==> src/rtl/exp_4_2019a7ps0097h_pkg.sv <==
// Shared constants for the 3-bit parity generator/checker.
package exp_4_2019a7ps0097h_pkg;

    // Parity mode, driven straight from the D input.
    typedef enum logic {
        ParityEven = 1'b0,
        ParityOdd  = 1'b1
    } parity_mode_e;

    // Default error-counter width.
    localparam int unsigned ErrCntWDefault = 8;

endpackage

==> src/rtl/exp_4_2019a7ps0097h_parity3_core.sv <==
// Combinational parity of a 3-bit word; odd mode inverts the even result.
module parity3_core
    import exp_4_2019a7ps0097h_pkg::*;
(
    input  logic [2:0]   data,
    input  parity_mode_e mode,
    output logic         parity
);

    // Parity bit that makes ones({data, parity}) even (ParityEven) or odd (ParityOdd).
    always_comb begin
        parity = (^data) ^ (mode == ParityOdd);
    end

endmodule

==> src/rtl/exp_4_2019a7ps0097h.sv <==
// Registered 3-bit parity generator with optional check and saturating error counter.
module exp_4_2019a7ps0097h
    import exp_4_2019a7ps0097h_pkg::*;
#(
    parameter int unsigned ERR_CNT_W = ErrCntWDefault
) (
    input  logic                 clk,
    input  logic                 rst_n,
    input  logic                 A,
    input  logic                 B,
    input  logic                 C,
    input  logic                 D,
    input  logic                 in_valid,
    input  logic                 chk_en,
    input  logic                 chk_p,
    output logic                 P,
    output logic                 p_valid,
    output logic                 err,
    output logic [ERR_CNT_W-1:0] err_cnt
);

    localparam logic [ERR_CNT_W-1:0] CntMax = {ERR_CNT_W{1'b1}};
    localparam logic [ERR_CNT_W-1:0] CntOne = {{(ERR_CNT_W-1){1'b0}}, 1'b1};

    logic                 gen_parity;
    logic                 p_d, p_q;
    logic                 p_valid_d, p_valid_q;
    logic                 err_d, err_q;
    logic [ERR_CNT_W-1:0] err_cnt_d, err_cnt_q;

    parity3_core u_parity (
        .data   ({A, B, C}),
        .mode   (parity_mode_e'(D)),
        .parity (gen_parity)
    );

    // Next-state: load parity on a valid word, flag mismatches, bump counter with saturation.
    always_comb begin
        p_d       = p_q;
        p_valid_d = 1'b0;
        err_d     = 1'b0;
        err_cnt_d = err_cnt_q;
        if (in_valid) begin
            p_d       = gen_parity;
            p_valid_d = 1'b1;
            err_d     = chk_en && (chk_p != gen_parity);
        end
        // Counter advances in the same cycle err is raised, so both are seen together.
        if (err_d && (err_cnt_q != CntMax)) begin
            err_cnt_d = err_cnt_q + CntOne;
        end
    end

    // State registers; asynchronous clear of all outputs.
    always_ff @(posedge clk or negedge rst_n) begin
        if (!rst_n) begin
            p_q       <= 1'b0;
            p_valid_q <= 1'b0;
            err_q     <= 1'b0;
            err_cnt_q <= '0;
        end else begin
            p_q       <= p_d;
            p_valid_q <= p_valid_d;
            err_q     <= err_d;
            err_cnt_q <= err_cnt_d;
        end
    end

    assign P       = p_q;
    assign p_valid = p_valid_q;
    assign err     = err_q;
    assign err_cnt = err_cnt_q;

endmodule

==> config.mk <==
export PLATFORM = sky130hd
export DESIGN_NAME = exp_4_2019a7ps0097h
export DESIGN_NICKNAME = d
export VERILOG_FILES = /design/src/rtl/exp_4_2019a7ps0097h_pkg.sv /design/src/rtl/exp_4_2019a7ps0097h_parity3_core.sv /design/src/rtl/exp_4_2019a7ps0097h.sv
export SDC_FILE = /design/constraint.sdc
export NUM_CORES = 1
export LEC_CHECK = 0
export CAP_MARGIN = 25
export CORE_MARGIN = 3
export CORE_UTILIZATION = 41
export CTS_BUF_LIST = sky130_fd_sc_hd__clkbuf_16
export DETAILED_ROUTE_END_ITERATION = 8
export GPL_TIMING_DRIVEN = 0
export MAX_ROUTING_LAYER = met4
export PLACE_DENSITY = 0.75
export RECOVER_POWER = 50
export SLEW_MARGIN = 25
export SYNTH_ARGS = -nofsm -noshare
export SYNTH_HDL_FRONTEND = slang
export SYNTH_SLANG_ARGS = --single-unit
export TNS_END_PERCENT = 10
==> constraint.sdc <==
create_clock -name clk -period 2.4 [get_ports clk]
set_input_delay 0.24 -clock clk [delete_from_list [all_inputs] [get_ports clk]]
set_output_delay 0.24 -clock clk [all_outputs]
set_load 0.01 [all_outputs]
Figure 1. Power grid (run 1).
The bar under the picture is 10 µm long. Pins as bars on the die edge. Tap cells in grey.
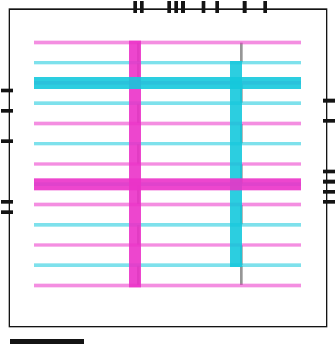
- magenta: VSS
- cyan: VDD
- met4 straps: 2
- met5 straps: 2
- rows: 12

Figure 2. Cells coloured by class (run 1).
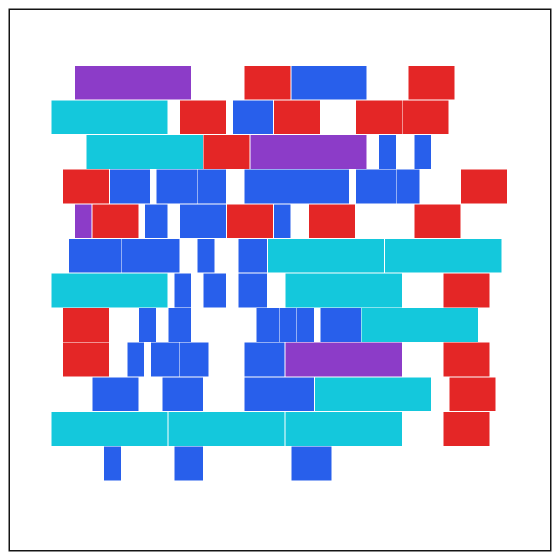
- red: other buffers and delay cells (cells 19)
- purple: clock drivers and dummy loads (cells 4)
- cyan: flip-flops (cells 11)
- blue: all other logic (cells 36)
cell area after layout: 830 µm²
Core Area: 1170 µm²
row count: 12
post-layout util: 70.8%
Seq/total area: 33.2%

Figure 3. Routed clock nets over the placement (run 1).
The bar under the picture is 10 µm long.
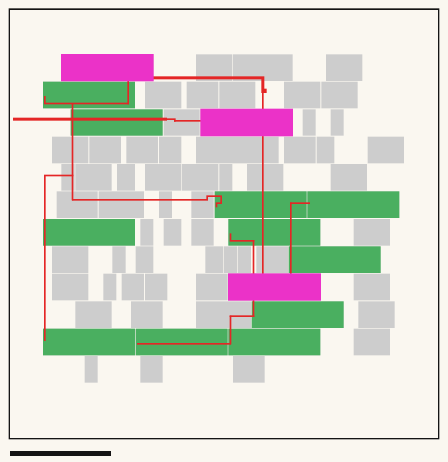
- magenta: cells driving clock nets (count 3)
- red: clock wires (length 162 µm)
- green: flip-flops (count 11)
- routed clock nets: 4
clock power share: 35.8%
clock group power: 0.000296 W
Setup Skew: 0.00222 ns

Figure 4. Metal layers overlaid (run 1).
The bar under the picture is 10 µm long. Two of the layers only.
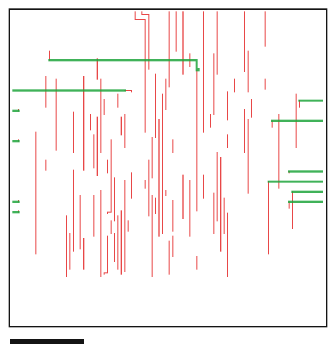
- green: met3 (wire length 68.8 µm)
- red: met2 (wire length 533 µm)

==> impl_metrics.json, run 1 <==
{
  "warnings": 26,
  "hold_buffers": 0,
  "sh_comb_area_pct": 31.4,
  "tapCellCount": 14,
  "overflow": 0,
  "nClkBuffers": 3,
  "signal_buffers": 19,
  "finalSetupTns_ns": 0,
  "mux_share_pct": 3.91,
  "dr_wl_met2_um": 532,
  "syn_nets": 57,
  "worstPathRequired_ns": 2.52,
  "regToRegEndpoint": "err_cnt[1]$_DFFE_PN0P_",
  "intPower_w": 0.000594,
  "setup_violations": 0,
  "dp.cells": 80,
  "worst_ir_drop_vdd_uv": 578,
  "maxCapViolCount": 0,
  "floorplan.core_util_pct": 46.5,
  "clk_share_pct": 9.50,
  "seq_area_um2": 275,
  "grt_pass1_wl_um": 1840,
  "top_cell_area_share_pct": 50.6,
  "fmax_mhz": 516,
  "clockRootBuffer": "clkbuf_16",
  "ys_sh_simple_pct": 20.7,
  "worstReg2RegStart": "err_cnt[0]$_DFFE_PN0P_",
  "pin_count": 20,
  "reg2reg_depth": 5,
  "startpoint": "B",
  "ant_nets": 0,
  "grt_pass1_vias": 438,
  "p_sw_w": 0.000233,
  "syn_inst": 47,
  "cts.repair.resized": 0,
  "worstSetupEndpoint": "err_cnt[1]$_DFFE_PN0P_",
  "hold_ws_ns": 0.400,
  "cts_max_path_buffers": 2,
  "grt_max_degree": 12,
  "die_area_um2": 1800,
  "p_seq_share_pct": 35.0,
  "yosysTopAreaCell": "dfrtp_1",
  "clk-insertion-delay-late_ns": 0.24,
  "port_buffers": 19,
  "status": "finished, final reports clean",
  "slew_violations": 0,
  "first_iter_violations": 3
}
-- run 1: cell usage after synthesis (all sizes together) --
master	n
dfrtp	11
xor2	6
nor4	5
nand2	4
nor2	4
nand3	3
xnor2	3
inv	2
nor3	2
a21oi	1
ha	1
mux2	1
mux2i	1
nor4b	1
or3	1
xnor3	1
-- run 1: worst register-to-register path: cells and delay by family, from the launching register on --
kind | cells | cell delay (ns)
and+or+nand+nor | 3 | 0.84
DFF | 1 | 0.39
adders and majority gates | 1 | 0.20
muxes | 1 | 0.33
-- run 1: flip-flops by register name, indices dropped and copies added (netlist names) --
name / count
P: 1
err: 1
err_cnt: 8
p_valid: 1
-- run 1: layout by cell type, fill, tap and decap left out --
cell             synthesis  routed
nor2_1                   4       4
nor3_1                   1       1
xnor2_2                  1       1
mux2_1                   1       1
nor4_1                   5       5
clkbuf_16                0       3
or3_1                    1       1
ha_1                     1       1
nand2_1                  4       4
dfrtp_1                 11      11
nor3_2                   1       1
xnor3_1                  0       1
xnor2_1                  2       2
mux2i_1                  1       1
nor4b_2                  1       1
a21oi_1                  1       1
clkdlybuf4s50_1          0      14
dlygate4sd3_1            0       5
xor2_1                   6       6
nand3_1                  3       3
inv_1                    2       3
-- run 1: logic make-up (layout without fill, tap and decap cells) --
kind of cell / after synthesis / after routing
simple gates: 20 / 20
flops: 11 / 11
xor+xnor: 10 / 10
mux: 2 / 2
buf+inv: 2 / 25
fa+ha+maj: 1 / 1
compound gates: 1 / 1
-- run 1: layer usage --
metal / track usage, % / vias to the layer above
met5: - / -
met4: 5.59 / 0
met3: 6.44 / 0
met2: 21.0 / 13
met1: 16.9 / 194
li1: - / 209
## Run 2: what changed since run 1
clock period = 1.9 ns   (was 2.4 ns; I/O delays follow)
Figure 5. Power grid (run 2).
The bar under the picture is 10 µm long. Pins as bars on the die edge. Tap cells in grey.
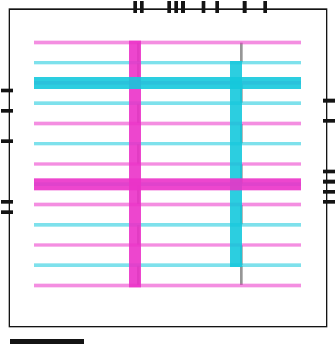
- magenta: VSS
- cyan: VDD
- met1 rails: 13
- signal pins: 20
- tap cells: 14
- met4 straps: 2
- met5 straps: 2
die height: 42.4 µm
Max VDD drop: 796 µV
Die X: 42.4 µm

Figure 6. Cells coloured by class (run 2).
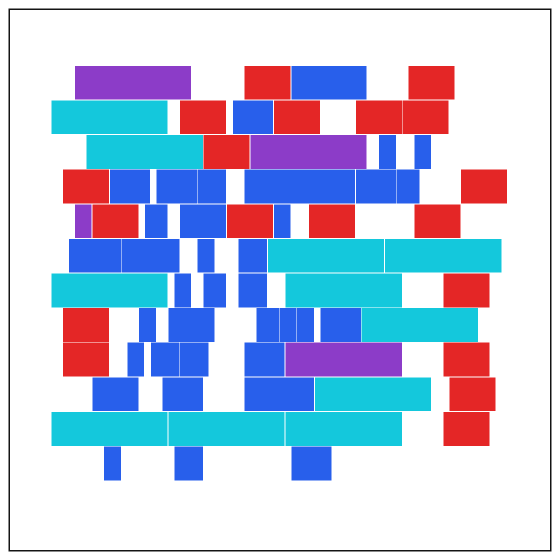
- purple: clock drivers and dummy loads (cells 4)
- blue: all other logic (cells 36)
- cyan: flip-flops (cells 11)
- red: other buffers and delay cells (cells 19)

==> run 2 against run 1 <==
Compared with the run above:
- global-route usage is the same
- combinational power rose by 28%
- critical path depth unchanged
- synthesized cell count unchanged
- largest cell class unchanged
- via count increased by 0.48%
- worst setup slack worse by 0.34 ns
- total power grew 27%
- area after synthesis did not move
- sequential power rose by 26%
==> impl_metrics.json, run 2 <==
{
  "status": "finished, final reports clean",
  "ant_nets": 0,
  "worstReg2RegStart": "err_cnt[0]$_DFFE_PN0P_",
  "clock-skew-final_ns": 0.00186,
  "reg2reg_depth": 5,
  "slew_violations": 0,
  "synth.most_common_cell": "dfrtp_1",
  "startpoint": "A",
  "final_cell_mix": "clkdlybuf4s50_1 (15), dfrtp_1 (11), xor2_1 (6)",
  "syn_nets": 57,
  "grt_pass1_wl_um": 1840,
  "worstSetupEndpoint": "err_cnt[1]$_DFFE_PN0P_",
  "cts.sinks": 11,
  "regToRegEndpoint": "err_cnt[1]$_DFFE_PN0P_",
  "clk-insertion-delay-late_ns": 0.24,
  "p_sw_w": 0.000295,
  "hold_buffers": 0,
  "cts_max_path_buffers": 2,
  "warnings": 26,
  "syn_inst": 47,
  "mostFrequentLayoutCell": "clkdlybuf4s50_1",
  "pin_count": 20,
  "core_area_um2": 1170,
  "ys.flop_type": "dfrtp_1",
  "die_area_um2": 1800,
  "ys_async_sr_fraction_pct": 100,
  "first_iter_violations": 4,
  "top_cells_by_count": "dfrtp_1 (11), xor2_1 (6), nor4_1 (5)",
  "floorplan.core_util_pct": 46.5,
  "fmax_mhz": 561,
  "port_buffers": 19,
  "grt_pass1_vias": 438,
  "p_seq_share_pct": 35.0,
  "maxCapViolCount": 0,
  "p_clk_share_pct": 35.6,
  "yosysTopAreaCell": "dfrtp_1",
  "intPower_w": 0.000752,
  "worstPathRequired_ns": 2.02,
  "clockRootBuffer": "clkbuf_16"
}
Figure 7. Routed clock nets over the placement (run 2).
The bar under the picture is 10 µm long.
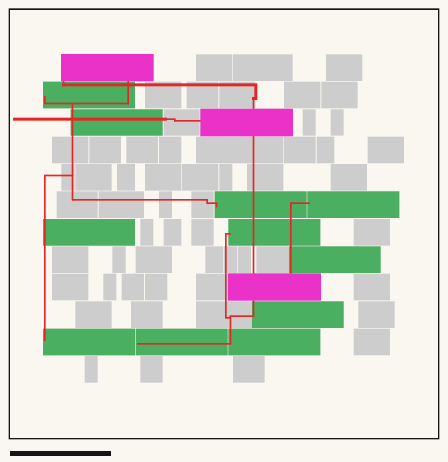
- red: clock wires (length 161 µm)
- green: flip-flops (count 11)
- magenta: cells driving clock nets (count 3)
- routed clock nets: 4

-- run 2: cell counts after synthesis --
Identical to the previous run, type by type.
-- run 2: kinds of logic after synthesis --
kind of cell,synth area share (%)
mux,3.91
flops,50.6
fa+ha+maj,2.30
compound gates,0.919
simple gates,20.7
buf+inv,1.38
xor+xnor,20.2
-- run 2: per-stage QoR --
| stage | worst slack, ns | util, % | instances | hold slack (ns) | total power, W |
|---|---|---|---|---|---|
| 2_1_floorplan | 0.149 | - | 47 | -0.106 | 0.000506 |
| 6_report | 0.116 | 71.4 | 84 | 0.351 | 0.00105 |
| 4_1_cts | 0.00911 | 70.9 | 84 | 0.295 | 0.00107 |
| 3_3_place_gp | -0.132 | 64.2 | 80 | 0.490 | 0.000676 |
| 5_1_grt | 0.0171 | 71.4 | 84 | 0.382 | 0.00112 |
| 3_5_place_dp | -0.160 | 64.2 | 80 | 0.501 | 0.000681 |
-- run 2: cell type report --
cell class	count	area, µm²
Timing Repair Buffer	19	190
Sequential cell	11	275
Clock buffer	3	75.1
Tap cell	14	17.5
Inverter	2	7.51
Clock inverter	1	3.75
Fill cell	95	335
Multi-Input combinational cell	34	267
-- run 2: per-layer routing --
layer	vias to the layer above	routed length [µm]	track usage (%)
met5	-	0	-
met4	0	0	5.59
met3	0	67	6.44
met2	13	542	21.0
met1	196	455	16.9
li1	209	-	-
-- run 2: power by group through the flow --
stage	logic (W)	clock network, W	registers [W]
after floorplan	0.000114	0	0.000392
after global placement	0.000306	0	0.000370
after detailed placement	0.000310	0	0.000372
after CTS	0.000314	0.000384	0.000368
after global routing	0.000341	0.000396	0.000380
final	0.000309	0.000373	0.000366
Power is estimated from default activity; no workload was simulated.
